### src/rtl/bcd_to_bin_seq_if.sv
// -----------------------------------------------------------------------------
// bcd_to_bin_seq_if
//  Handshake and data bundle between a requester (control unit or testbench)
//  and the sequential BCD-to-binary converter.
//  Signals (named from the converter's point of view):
//   start_i  request a conversion (sampled only while the converter is idle)
//   bcd_i    NDIG packed BCD digits, [3:0] = units digit
//   busy_o   conversion in progress (includes the done cycle)
//   done_o   one-cycle pulse, result / error flag valid
//   err_o    last accepted request held a digit > 9
//   bin_o    unsigned binary result, zero while err_o = 1
//  Modports: master = requester side, slave = converter side.
// -----------------------------------------------------------------------------
interface bcd_to_bin_seq_if #(
   parameter int NDIG = 8
);
   localparam int BW = 4 * NDIG;

   logic          start_i;
   logic [BW-1:0] bcd_i;
   logic          busy_o;
   logic          done_o;
   logic          err_o;
   logic [BW-1:0] bin_o;

   modport master (
      output start_i,
      output bcd_i,
      input  busy_o,
      input  done_o,
      input  err_o,
      input  bin_o
   );

   modport slave (
      input  start_i,
      input  bcd_i,
      output busy_o,
      output done_o,
      output err_o,
      output bin_o
   );
endinterface

### src/rtl/bcd_to_bin_seq.sv
// -----------------------------------------------------------------------------
// bcd_to_bin_seq
//  Sequential BCD-to-binary converter using reverse double-dabble: every clock
//  the combined {bcd, bin} register is shifted right by one and each BCD digit
//  that ends up >= 8 has 3 subtracted. After BW shifts the binary register
//  holds the value of the original digits.
//  Ports:
//   clk_i   single clock, rising edge
//   rst_ni  asynchronous active-low reset
//   bus     bcd_to_bin_seq_if.slave : start/bcd in, busy/done/err/bin out
//  Timing (start accepted at edge k):
//   valid digits : busy in cycles k+1 .. k+BW+1, done in cycle k+BW+1
//   bad digit    : busy and done in cycle k+1, err = 1, bin = 0
// -----------------------------------------------------------------------------
module bcd_to_bin_seq #(
   parameter int NDIG = 8
) (
   input  logic             clk_i,
   input  logic             rst_ni,
   bcd_to_bin_seq_if.slave  bus
);

   localparam int BW = 4 * NDIG;
   localparam int CW = $clog2(BW);

   typedef enum logic [1:0] {
      S_IDLE  = 2'd0,
      S_SHIFT = 2'd1,
      S_DONE  = 2'd2
   } state_t;

   // Returns 1 when any 4-bit digit of the packed value exceeds 9.
   function automatic logic has_bad_digit(input logic [BW-1:0] v);
      logic bad;
      bad = 1'b0;
      for (int i = 0; i < NDIG; i++) begin
         if (v[4*i +: 4] > 4'd9) begin
            bad = 1'b1;
         end
      end
      return bad;
   endfunction

   // One reverse double-dabble step: shift the whole {bcd, bin} register right,
   // then pull every BCD digit that is now >= 8 back into range by subtracting 3
   // (a bit moving down from the next digit is worth 10/2 = 5, not 16/2 = 8).
   // Only the BCD half is corrected; the binary half just collects bits.
   function automatic logic [2*BW-1:0] shift_corr(input logic [2*BW-1:0] v);
      logic [2*BW-1:0] s;
      s = v >> 1;
      for (int i = 0; i < NDIG; i++) begin
         if (s[BW + 4*i +: 4] >= 4'd8) begin
            s[BW + 4*i +: 4] = s[BW + 4*i +: 4] - 4'd3;
         end
      end
      return s;
   endfunction

   state_t          state_q;
   logic [2*BW-1:0] sr_q;       // {bcd_reg, bin_reg}
   logic [2*BW-1:0] sr_d;
   logic [CW-1:0]   cnt_q;
   logic            busy_q;
   logic            done_q;
   logic            err_q;
   logic [BW-1:0]   bin_q;
   logic            bad_s;

   // Next shift-register value and input digit validity.
   always_comb begin
      sr_d  = shift_corr(sr_q);
      bad_s = has_bad_digit(bus.bcd_i);
   end

   // Control FSM and datapath registers; all outputs come straight from flops.
   always_ff @(posedge clk_i or negedge rst_ni) begin
      if (!rst_ni) begin
         state_q <= S_IDLE;
         sr_q    <= {(2*BW){1'b0}};
         cnt_q   <= {CW{1'b0}};
         busy_q  <= 1'b0;
         done_q  <= 1'b0;
         err_q   <= 1'b0;
         bin_q   <= {BW{1'b0}};
      end else begin
         case (state_q)
            S_IDLE: begin
               done_q <= 1'b0;
               if (bus.start_i) begin
                  busy_q <= 1'b1;
                  if (bad_s) begin
                     // Invalid request: report immediately, no shifting.
                     err_q   <= 1'b1;
                     bin_q   <= {BW{1'b0}};
                     done_q  <= 1'b1;
                     state_q <= S_DONE;
                  end else begin
                     sr_q    <= {bus.bcd_i, {BW{1'b0}}};
                     cnt_q   <= {CW{1'b0}};
                     err_q   <= 1'b0;
                     state_q <= S_SHIFT;
                  end
               end else begin
                  busy_q <= 1'b0;
               end
            end

            S_SHIFT: begin
               sr_q  <= sr_d;
               cnt_q <= cnt_q + {{(CW-1){1'b0}}, 1'b1};
               if (cnt_q == CW'(BW - 1)) begin
                  // Last shift: the freshly shifted binary half is the result.
                  bin_q   <= sr_d[BW-1:0];
                  done_q  <= 1'b1;
                  state_q <= S_DONE;
               end else begin
                  state_q <= S_SHIFT;
               end
            end

            S_DONE: begin
               done_q  <= 1'b0;
               busy_q  <= 1'b0;
               state_q <= S_IDLE;
            end

            default: begin
               done_q  <= 1'b0;
               busy_q  <= 1'b0;
               state_q <= S_IDLE;
            end
         endcase
      end
   end

   assign bus.busy_o = busy_q;
   assign bus.done_o = done_q;
   assign bus.err_o  = err_q;
   assign bus.bin_o  = bin_q;

endmodule

### src/flat_wrapper.sv
// flat-port wrapper written by rule: the top's interface ports become plain ports
module bcd_to_bin_seq_flat 
#(
   parameter int NDIG = 8
)
  (clk_i, rst_ni, bus_start_i, bus_bcd_i, bus_busy_o, bus_done_o, bus_err_o, bus_bin_o);
  bcd_to_bin_seq_if #(.NDIG(NDIG)) bus_i ();
  input  logic clk_i;
  input  logic rst_ni;
  input wire logic [$bits(bus_i.start_i)-1:0] bus_start_i;
  input wire logic [$bits(bus_i.bcd_i)-1:0] bus_bcd_i;
  output wire logic [$bits(bus_i.busy_o)-1:0] bus_busy_o;
  output wire logic [$bits(bus_i.done_o)-1:0] bus_done_o;
  output wire logic [$bits(bus_i.err_o)-1:0] bus_err_o;
  output wire logic [$bits(bus_i.bin_o)-1:0] bus_bin_o;
  assign bus_i.start_i = bus_start_i;
  assign bus_i.bcd_i = bus_bcd_i;
  assign bus_busy_o = bus_i.busy_o;
  assign bus_done_o = bus_i.done_o;
  assign bus_err_o = bus_i.err_o;
  assign bus_bin_o = bus_i.bin_o;
  bcd_to_bin_seq #(.NDIG(NDIG)) u_core (.clk_i(clk_i), .rst_ni(rst_ni), .bus(bus_i));
endmodule
### config.mk
export PLATFORM = sky130hd
export DESIGN_NAME = bcd_to_bin_seq_flat
export DESIGN_NICKNAME = d
export VERILOG_FILES = /design/src/rtl/bcd_to_bin_seq_if.sv /design/src/rtl/bcd_to_bin_seq.sv /design/src/flat_wrapper.sv
export SDC_FILE = /design/constraint.sdc
export NUM_CORES = 1
export LEC_CHECK = 0
export CORE_MARGIN = 2
export CORE_UTILIZATION = 58
export DETAILED_ROUTE_END_ITERATION = 16
export MAX_ROUTING_LAYER = met4
export PLACE_DENSITY_LB_ADDON = 0.3
export SLEW_MARGIN = 10
export SYNTH_ARGS = -nofsm -noshare
export SYNTH_HDL_FRONTEND = slang
export SYNTH_SLANG_ARGS = --single-unit
### constraint.sdc
create_clock -name clk_i -period 3.73 [get_ports clk_i]
set_clock_uncertainty 0.2 [all_clocks]
set_input_delay 0.373 -clock clk_i [delete_from_list [all_inputs] [get_ports clk_i]]
set_output_delay 0.373 -clock clk_i [all_outputs]
set_load 0.01 [all_outputs]
Figure 1. Met1 routing.
Scale bar: 20 um.
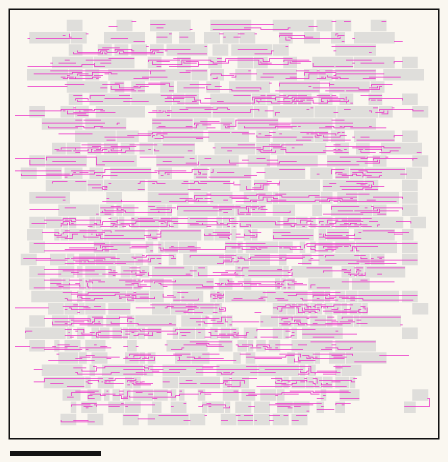
longest straight run: 25.3 um
share of all routed wire: 46%
wire length on this layer: 4680 um
vias: 3518
met1 usage: 0.355

Figure 2. Metal 2.
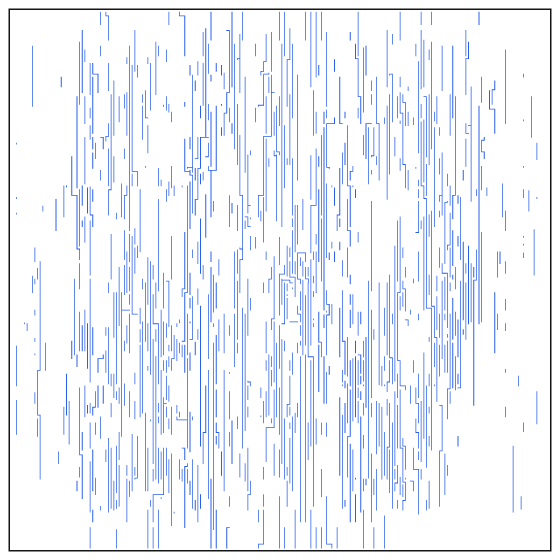
wire length on this layer: 4990 um
longest straight run: 38.1 um
nets with wire on the layer: 446
main direction: vertical
share of all routed wire: 48%
routing usage on met2: 0.392
Detailed Route WL: 10300 um

Figure 3. Metal 3.
Scale bar: 20 um.
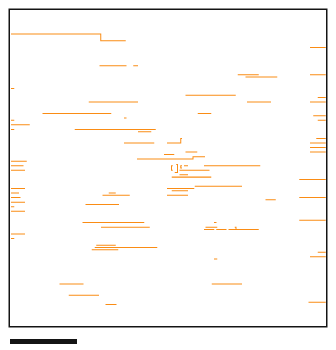
wire length on this layer: 511 um
share of all routed wire: 5.0%

==> impl_metrics.tcl <==
# yosys + openroad results
set metrics [dict create \
    status "finished clean" \
    power_leader "registers" \
    p_per_area_nw_per_um2 541 \
    clock_latency_ps 370 \
    synth.most_common_cell "dfrtp_1" \
    gp_routability_congestion 0.784 \
    cts_setup_buffers 0 \
    top_cells_by_count "dfrtp_1 (105), a22o_1 (74), nor2_1 (25)" \
    cap_violations 0 \
    wl_per_cell_um 17.6 \
    critical_path_required_ps 3800 \
    power_frac_comb 0.269 \
    met3_usage 0.0503 \
    fin_nets 525 \
    drc 0 \
    fin_crit_ps 2400 \
    placed_area_um2 5520 \
    finalClockPeriodUsage 0.644 \
    finalHoldViolCount 0 \
    comb.multi_input.count 263 \
    cts_buffer_depth 2 \
    rows 33 \
    regArea_um2 2630 \
    cpPeakStageDelay_ps 940 \
    netlist_area_um2 4750 \
    sw_frac_of_total 0.351 \
    seqPwrFrac 0.489 \
    ys_ff 105 \
    ys_types 33 \
    topCellsByArea "dfrtp_1 (55%), a22o_1 (14%), ha_1 (4.2%)" \
    mux_share 0.0505 \
    startpoint "u_core.state_q[1]" \
    synth-simple-area-share 0.0734 \
    p_clk_uw 750 \
    yosysCellCount 414 \
]
